--- src/rtl/reset_sequencer_pkg.sv ---
// reset_seq_pkg
// Shared definitions for the CPU reset sequencer: FSM state encoding,
// reset-cause codes and a saturating counter helper.
package reset_seq_pkg;

    typedef enum logic [2:0] {
        WAIT_LOCK = 3'd0,
        SETTLE    = 3'd1,
        HOLD      = 3'd2,
        RUN       = 3'd3,
        DRAIN     = 3'd4
    } state_t;

    localparam logic [1:0] CAUSE_POR  = 2'd1;
    localparam logic [1:0] CAUSE_BTN  = 2'd2;
    localparam logic [1:0] CAUSE_LOCK = 2'd3;

    // Increment that sticks at all-ones instead of wrapping.
    function automatic logic [7:0] sat_inc8(input logic [7:0] v);
        return (v == 8'hFF) ? v : v + 8'd1;
    endfunction

endpackage

--- src/rtl/reset_sequencer_if.sv ---
// reset_sequencer_if
// Groups the sequencer's functional signals.
//   pll_locked : PLL lock (asynchronous)
//   reset_req  : single-cycle button reset request (clk domain)
//   reset_en   : switch level qualifying reset_req (asynchronous)
//   tx_idle    : UART transmitter has no frame in flight
//   cpu_rst    : registered active-high CPU reset
//   drain      : registered, high while waiting for the UART to drain
//   rst_cause  : cause of last reset (1 power-on, 2 button, 3 lock loss)
//   rst_count  : saturating count of button resets
// master = the surrounding top level, slave = the sequencer.
interface reset_sequencer_if;

    logic       pll_locked;
    logic       reset_req;
    logic       reset_en;
    logic       tx_idle;
    logic       cpu_rst;
    logic       drain;
    logic [1:0] rst_cause;
    logic [7:0] rst_count;

    modport master (
        output pll_locked, reset_req, reset_en, tx_idle,
        input  cpu_rst, drain, rst_cause, rst_count
    );

    modport slave (
        input  pll_locked, reset_req, reset_en, tx_idle,
        output cpu_rst, drain, rst_cause, rst_count
    );

endinterface

--- src/rtl/reset_sequencer_sync_ff.sv ---
// sync_ff
// WIDTH-bit, STAGES-deep flop chain for bringing asynchronous levels into
// the clk domain. All stages reset asynchronously to 0.
//   clk, rst_n : clock, asynchronous active-low reset
//   d          : asynchronous input bits
//   q          : synchronized output (last stage)
module sync_ff #(
    parameter int unsigned WIDTH  = 1,
    parameter int unsigned STAGES = 2
) (
    input  logic             clk,
    input  logic             rst_n,
    input  logic [WIDTH-1:0] d,
    output logic [WIDTH-1:0] q
);

    logic [STAGES-1:0][WIDTH-1:0] chain;

    always_ff @(posedge clk or negedge rst_n) begin
        if (!rst_n) begin
            chain <= '0;
        end else begin
            chain <= {chain[STAGES-2:0], d};
        end
    end

    assign q = chain[STAGES-1];

endmodule

--- src/rtl/reset_sequencer.sv ---
// reset_sequencer
// Owns the CPU reset line. Holds the CPU in reset until the PLL is locked
// and has settled, then turns qualified button requests into a fixed-length
// reset pulse, draining the UART first so no frame is cut mid-character.
//   clk, rst_n : CPU clock, asynchronous active-low reset
//   bus        : reset_sequencer_if.slave (see interface for signal list)
module reset_sequencer
    import reset_seq_pkg::*;
#(
    parameter int unsigned SYNC_STAGES   = 2,
    parameter int unsigned SETTLE_CYCLES = 1024,
    parameter int unsigned HOLD_CYCLES   = 16,
    parameter int unsigned DRAIN_CYCLES  = 8192,
    parameter int unsigned CNT_W         = 14
) (
    input  logic              clk,
    input  logic              rst_n,
    reset_sequencer_if.slave  bus
);

    localparam logic [CNT_W-1:0] SETTLE_LAST = CNT_W'(SETTLE_CYCLES - 1);
    localparam logic [CNT_W-1:0] HOLD_LAST   = CNT_W'(HOLD_CYCLES - 1);
    localparam logic [CNT_W-1:0] DRAIN_LAST  = CNT_W'(DRAIN_CYCLES - 1);

    logic [1:0]       sync_q;
    logic             locked_s;
    logic             reset_en_s;

    state_t           state_q, state_d;
    logic [CNT_W-1:0] cnt_q, cnt_d;
    logic [1:0]       cause_q, cause_d;
    logic [7:0]       count_q, count_d;
    logic             cpu_rst_q;
    logic             drain_q;

    sync_ff #(
        .WIDTH  (2),
        .STAGES (SYNC_STAGES)
    ) u_sync (
        .clk   (clk),
        .rst_n (rst_n),
        .d     ({bus.reset_en, bus.pll_locked}),
        .q     (sync_q)
    );

    assign locked_s   = sync_q[0];
    assign reset_en_s = sync_q[1];

    // Lock loss is tested first in every locked state so it always beats a
    // concurrent button request or drain completion.
    always_comb begin
        state_d = state_q;
        cnt_d   = cnt_q;
        cause_d = cause_q;
        count_d = count_q;
        case (state_q)
            WAIT_LOCK: begin
                if (locked_s) begin
                    state_d = SETTLE;
                    cnt_d   = '0;
                end
            end
            SETTLE: begin
                if (!locked_s) begin
                    state_d = WAIT_LOCK;
                    cnt_d   = '0;
                end else if (cnt_q == SETTLE_LAST) begin
                    state_d = HOLD;
                    cnt_d   = '0;
                end else begin
                    cnt_d = cnt_q + CNT_W'(1);
                end
            end
            HOLD: begin
                if (!locked_s) begin
                    state_d = WAIT_LOCK;
                    cnt_d   = '0;
                    cause_d = CAUSE_LOCK;
                end else if (cnt_q == HOLD_LAST) begin
                    state_d = RUN;
                    cnt_d   = '0;
                end else begin
                    cnt_d = cnt_q + CNT_W'(1);
                end
            end
            RUN: begin
                if (!locked_s) begin
                    state_d = WAIT_LOCK;
                    cnt_d   = '0;
                    cause_d = CAUSE_LOCK;
                end else if (bus.reset_req && reset_en_s) begin
                    state_d = DRAIN;
                    cnt_d   = '0;
                end
            end
            DRAIN: begin
                if (!locked_s) begin
                    state_d = WAIT_LOCK;
                    cnt_d   = '0;
                    cause_d = CAUSE_LOCK;
                end else if (bus.tx_idle || (cnt_q == DRAIN_LAST)) begin
                    state_d = HOLD;
                    cnt_d   = '0;
                    cause_d = CAUSE_BTN;
                    count_d = sat_inc8(count_q);
                end else begin
                    cnt_d = cnt_q + CNT_W'(1);
                end
            end
            default: begin
                state_d = WAIT_LOCK;
                cnt_d   = '0;
            end
        endcase
    end

    // Outputs are derived from the next state so they change on the same
    // edge as the transition that defines them.
    always_ff @(posedge clk or negedge rst_n) begin
        if (!rst_n) begin
            state_q   <= WAIT_LOCK;
            cnt_q     <= '0;
            cause_q   <= CAUSE_POR;
            count_q   <= '0;
            cpu_rst_q <= 1'b1;
            drain_q   <= 1'b0;
        end else begin
            state_q   <= state_d;
            cnt_q     <= cnt_d;
            cause_q   <= cause_d;
            count_q   <= count_d;
            cpu_rst_q <= !((state_d == RUN) || (state_d == DRAIN));
            drain_q   <= (state_d == DRAIN);
        end
    end

    assign bus.cpu_rst   = cpu_rst_q;
    assign bus.drain     = drain_q;
    assign bus.rst_cause = cause_q;
    assign bus.rst_count = count_q;

endmodule

--- src/flat_wrapper.sv ---
// flat-port wrapper written by rule: the top's interface ports become plain ports
module reset_sequencer_flat import reset_seq_pkg::*;
#(
    parameter int unsigned SYNC_STAGES   = 2,
    parameter int unsigned SETTLE_CYCLES = 1024,
    parameter int unsigned HOLD_CYCLES   = 16,
    parameter int unsigned DRAIN_CYCLES  = 8192,
    parameter int unsigned CNT_W         = 14
)
  (clk, rst_n, bus_pll_locked, bus_reset_req, bus_reset_en, bus_tx_idle, bus_cpu_rst, bus_drain, bus_rst_cause, bus_rst_count);
  reset_sequencer_if bus_i ();
  input  logic clk;
  input  logic rst_n;
  input wire logic [$bits(bus_i.pll_locked)-1:0] bus_pll_locked;
  input wire logic [$bits(bus_i.reset_req)-1:0] bus_reset_req;
  input wire logic [$bits(bus_i.reset_en)-1:0] bus_reset_en;
  input wire logic [$bits(bus_i.tx_idle)-1:0] bus_tx_idle;
  output wire logic [$bits(bus_i.cpu_rst)-1:0] bus_cpu_rst;
  output wire logic [$bits(bus_i.drain)-1:0] bus_drain;
  output wire logic [$bits(bus_i.rst_cause)-1:0] bus_rst_cause;
  output wire logic [$bits(bus_i.rst_count)-1:0] bus_rst_count;
  assign bus_i.pll_locked = bus_pll_locked;
  assign bus_i.reset_req = bus_reset_req;
  assign bus_i.reset_en = bus_reset_en;
  assign bus_i.tx_idle = bus_tx_idle;
  assign bus_cpu_rst = bus_i.cpu_rst;
  assign bus_drain = bus_i.drain;
  assign bus_rst_cause = bus_i.rst_cause;
  assign bus_rst_count = bus_i.rst_count;
  reset_sequencer #(.SYNC_STAGES(SYNC_STAGES), .SETTLE_CYCLES(SETTLE_CYCLES), .HOLD_CYCLES(HOLD_CYCLES), .DRAIN_CYCLES(DRAIN_CYCLES), .CNT_W(CNT_W)) u_core (.clk(clk), .rst_n(rst_n), .bus(bus_i));
endmodule
--- config.mk ---
export PLATFORM = sky130hd
export DESIGN_NAME = reset_sequencer_flat
export DESIGN_NICKNAME = d
export VERILOG_FILES = /design/src/rtl/reset_sequencer_pkg.sv /design/src/rtl/reset_sequencer_if.sv /design/src/rtl/reset_sequencer_sync_ff.sv /design/src/rtl/reset_sequencer.sv /design/src/flat_wrapper.sv
export SDC_FILE = /design/constraint.sdc
export NUM_CORES = 1
export LEC_CHECK = 0
export CORE_UTILIZATION = 55
export DETAILED_ROUTE_END_ITERATION = 8
export PLACE_DENSITY = 0.83
export SLEW_MARGIN = 25
export SYNTH_ARGS = -nofsm -noshare
export SYNTH_HDL_FRONTEND = slang
export SYNTH_SLANG_ARGS = --single-unit
--- constraint.sdc ---
create_clock -name clk -period 4.5 [get_ports clk]
set_clock_uncertainty 0.2 [all_clocks]
set_input_delay 0.45 -clock clk [delete_from_list [all_inputs] [get_ports clk]]
set_output_delay 0.45 -clock clk [all_outputs]
set_load 0.1 [all_outputs]
==> job_summary.md <==
### Flow metrics

| Metric | Value |
|---|---|
| Sequential Area | 828.3 um2 |
| Clock Pin Slew Worst Setup and Hold Paths | 0.09 ns |
| Synth Flop Type | dfrtp_1 |
| Clkbuf count | 7 |
| Syn Inst Count | 165 |
| Hold path endpoint | u_core.u_sync.q[0] |
| YS chip area | 0.001665 mm2 |
| Fillcell total | 221 |
| Post-route ant nets | 0 |
| CP Max Fanout | 12 |
| CTS tree | done |
| Hold path depth | 0 |
| R2R depth | 6 |
| Post-CTS setup buffer count | 0 |
| Cell Pwr Density | 283.5 mW/mm2 |
| Fraction of area in registers | 43.55% |
| Top cell category | registers |
| Ys async rst share | 100.0% |
| DRT iter0 DRCs | 73 |
| Crit path cell chain | ha_1 > nand4b_1 > nor4b_1 > o22ai_1 > a21oi_1 > nor2_1 |
| Drt total wl | 3.328 mm |
| Leading area contributor after synthesis | dfrtp_1 |
| Clock-cell share of area | 2.895% |
| Total core area | 0.002805 mm2 |
| Die Y | 57.03 um |
| First-pass GRT wire length | 5.568 mm |
| Status | complete, no violations |
| Place WS | 1.728 ns |
| DRC viols | 0 |
| Share of cells above drive strength 1 | 10.27% |
| Initial antenna violation count | 0 |
| Multi-input combinational area share | 41.38% |
| Synth Cell Area | 0.001665 mm2 |
| Ant diodes | 0 |
| Number of enable flip-flop cells | 0 |
| Num CTS Buffers | 5 |
| Largest net degree at the start of global routing | 34 |
| Port Buffers | 17 |
| CTS H-tree depth | 2 |
| Die area | 0.003252 mm2 |
| CP startpoint kind | flop |
| Pins Over Slew Limit | 0 |
| Total power | 0.5392 mW |
| R2R setup slack | 1.68 ns |
| Kind of critical path | flop to flop |
| Fin crit share | 62.72% |
| CP arrival | 2.79 ns |
| Grt ovf | 0 |
| Routability cong. | 0.9119 |
| Worst path max stage delay | 0.77 ns |
| P&R area growth vs syn | 14.20% |
| Relative slew slack | 34.81% |
| RR Endpoint | u_core.cnt_q[7] |
| Final setup margin | 1.677 ns |
| Synthesized area per cell | 10.09 um2 |
| Num Clock Sinks | 33 |
| Rows | 19 |
| Top cells by area | dfrtp_1 (47%), xor2_1 (7.9%), nor2_1 (4.7%) |
| Final-stage net count | 193 |
| Yosys warns | 0 |
| First-pass DRT Iterations | 4 |
| RSZ-0062 raised after global routing | no |
| Leak Pwr | 0.8052 nW |
| Post_cts resized | 0 |
| Comb area | 787.0 um2 |
| Inverters excl. clock | 4 |
| DIE WIDTH | 57.03 um |
| Tool Warnings | 26 |
| Max VDD drop | 0.2001 mV |
| Critical-path top delay cell | a21oi_1 |
==> sequential cells by signal, summed over array words and instances, names as in the netlist <==
| signal | count |
|---|---|
| u_core.bus.rst_cause | 2 |
| u_core.bus.rst_count | 8 |
| u_core.u_sync.chain | 2 |
| u_core.cnt_q | 14 |
| u_core.u_sync.q | 2 |
| u_core.bus.cpu_rst | 1 |
| u_core.bus.drain | 1 |
| u_core.state_q | 3 |
==> through the flow <==
stage | hold slack (ns) | std cells | instance area (um2)
after floorplan | -0.04559 | 165 | 1665
after detailed placement | 0.1355 | 209 | 1847
after global placement | 0.1362 | 209 | 1847
final | 0.1546 | 216 | 1902
after global routing | 0.1677 | 216 | 1902
after CTS | 0.1563 | 216 | 1902
==> cell usage in the layout, fill, tap and decap left out, drive strengths merged, types with 4 or more instances in the layout <==
cell,n
xnor2,4
clkbuf,7
nor2,23
xor2,15
nand3,11
nand2,13
o21ai,8
dfrtp,31
and4,5
nand4,7
nor3,8
inv,4
clkdlybuf4s50,17
==> worst max-delay path, delay by kind of cell (launching register included) <==
family / cells / cell delay, ns
AND-OR/OR-AND: 2 / 0.98
flip-flops: 1 / 0.43
adder cells (fa/ha/maj): 1 / 0.23
AND/OR/NAND/NOR: 3 / 0.82
==> layer usage <==
metal	track usage, %	routed length, um
met5	0	0
met4	12.89	93
met3	5.896	225
met2	36.30	1613
met1	28.31	1396
==> report_power, final <==
part	leakage, nW	internal, mW	switching [mW]
sequential	0.426	0.304	0.00996
clock	0.0314	0.0737	0.0902
combinational	0.348	0.0168	0.0448
total	0.805	0.394	0.145
==> cells in the mapped netlist, types with 2 or more instances <==
cell,n
a31o_2,2
and3_1,2
and4_1,5
buf_4,2
dfrtp_1,31
dfstp_2,2
ha_1,2
inv_1,4
nand2_1,13
nand3_1,11
nand4_1,7
nor2_1,21
nor2_2,2
nor2b_1,2
nor3_1,5
nor3_2,3
nor4_1,2
o21a_1,2
o21ai_0,8
xnor2_1,4
xor2_1,15
==> how the worst max path moves through the flow <==
stage | endpoint | slack [ns] | depth (start not counted) | start
global route | u_core.cnt_q[12] | 1.43 | 6 | u_core.cnt_q[0]
global placement | u_core.cnt_q[2] | 1.85 | 6 | bus_reset_req
floorplan | u_core.bus.rst_count[1] | 2.10 | 6 | u_core.bus.rst_count[0]
detailed placement | u_core.cnt_q[3] | 1.73 | 6 | bus_reset_req
CTS | u_core.cnt_q[3] | 1.73 | 6 | u_core.cnt_q[0]
finish | u_core.cnt_q[7] | 1.68 | 6 | u_core.cnt_q[0]
==> cell families (layout without fill, tap and decap cells) <==
kind of cell | count (synthesis) | in the layout | share of synthesized area [%]
buffers and inverters | 9 | 29 | 3.004
AND-OR/OR-AND | 21 | 21 | 9.017
XOR/XNOR | 19 | 19 | 9.993
AND/OR/NAND/NOR | 80 | 80 | 25.85
adder cells (fa/ha/maj) | 2 | 2 | 1.502
multiplexers | 1 | 1 | 0.9013
flip-flops | 33 | 33 | 49.74
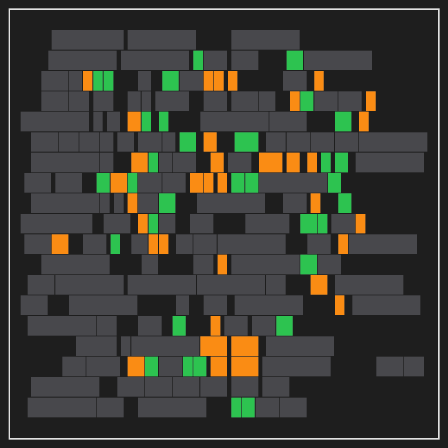
*Gate-type map*
[nor cells] orange | cells: 36
[nand cells] green | cells: 33

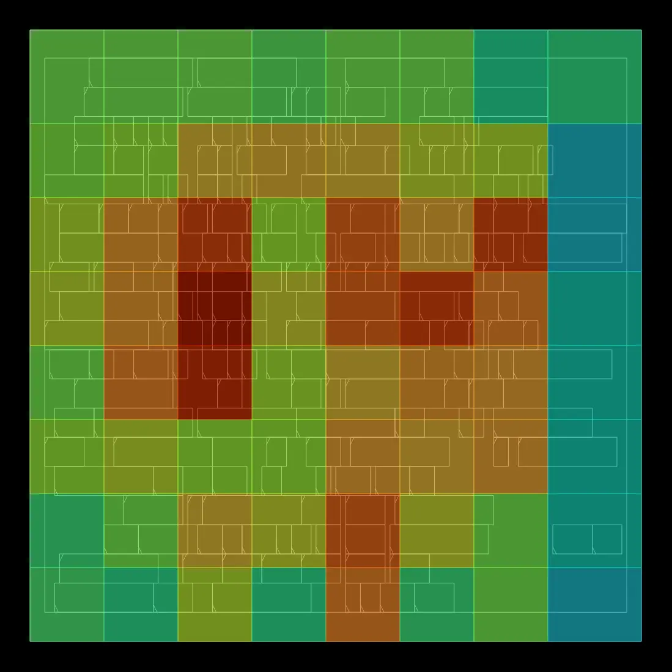
*Congestion heat map*
DR WL/cell: 15.41 um
Overall Global Routing Usage: 22.78%
grt met1 use: 28.31%
Global Route met3 Usage: 5.896%

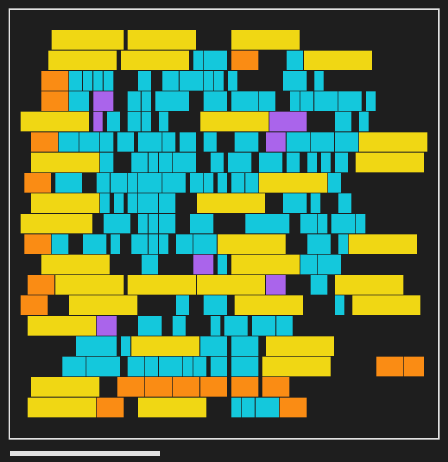
*Cell classes on the final placement*
The bar under the picture is 20 um long.
[clock drivers and dummy loads] purple | cells: 7
[remaining logic cells] cyan | cells: 127
[remaining buffers and delay cells] orange | cells: 18
[registers] yellow | cells: 33

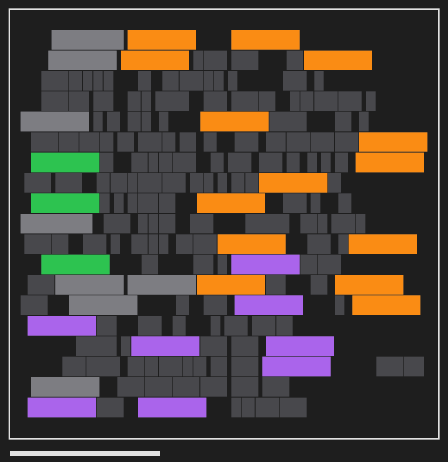
*Register map, names as in the netlist*
The bar under the picture is 20 um long. Other sequential cells in the stronger grey, the rest of the logic in the fainter grey.
[u_core.bus.rst_count] purple | placed flops: 8
[u_core.cnt_q] orange | placed flops: 14
[u_core.state_q] green | placed flops: 3
not coloured: 8

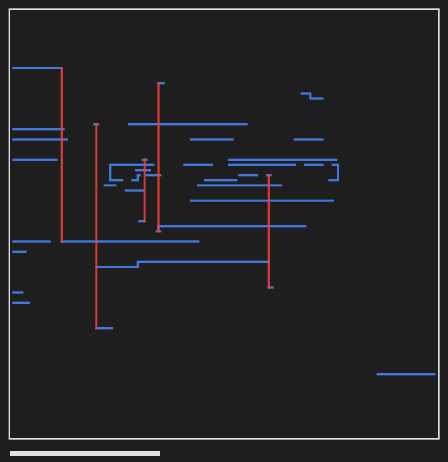
*Routed metal, one colour a layer*
The bar under the picture is 20 um long. Only two layers are drawn.
[M3] blue | wire length: 226 um
[M4] red | wire length: 93.2 um

No activity file was given, so power comes from the tool's default toggle rates.
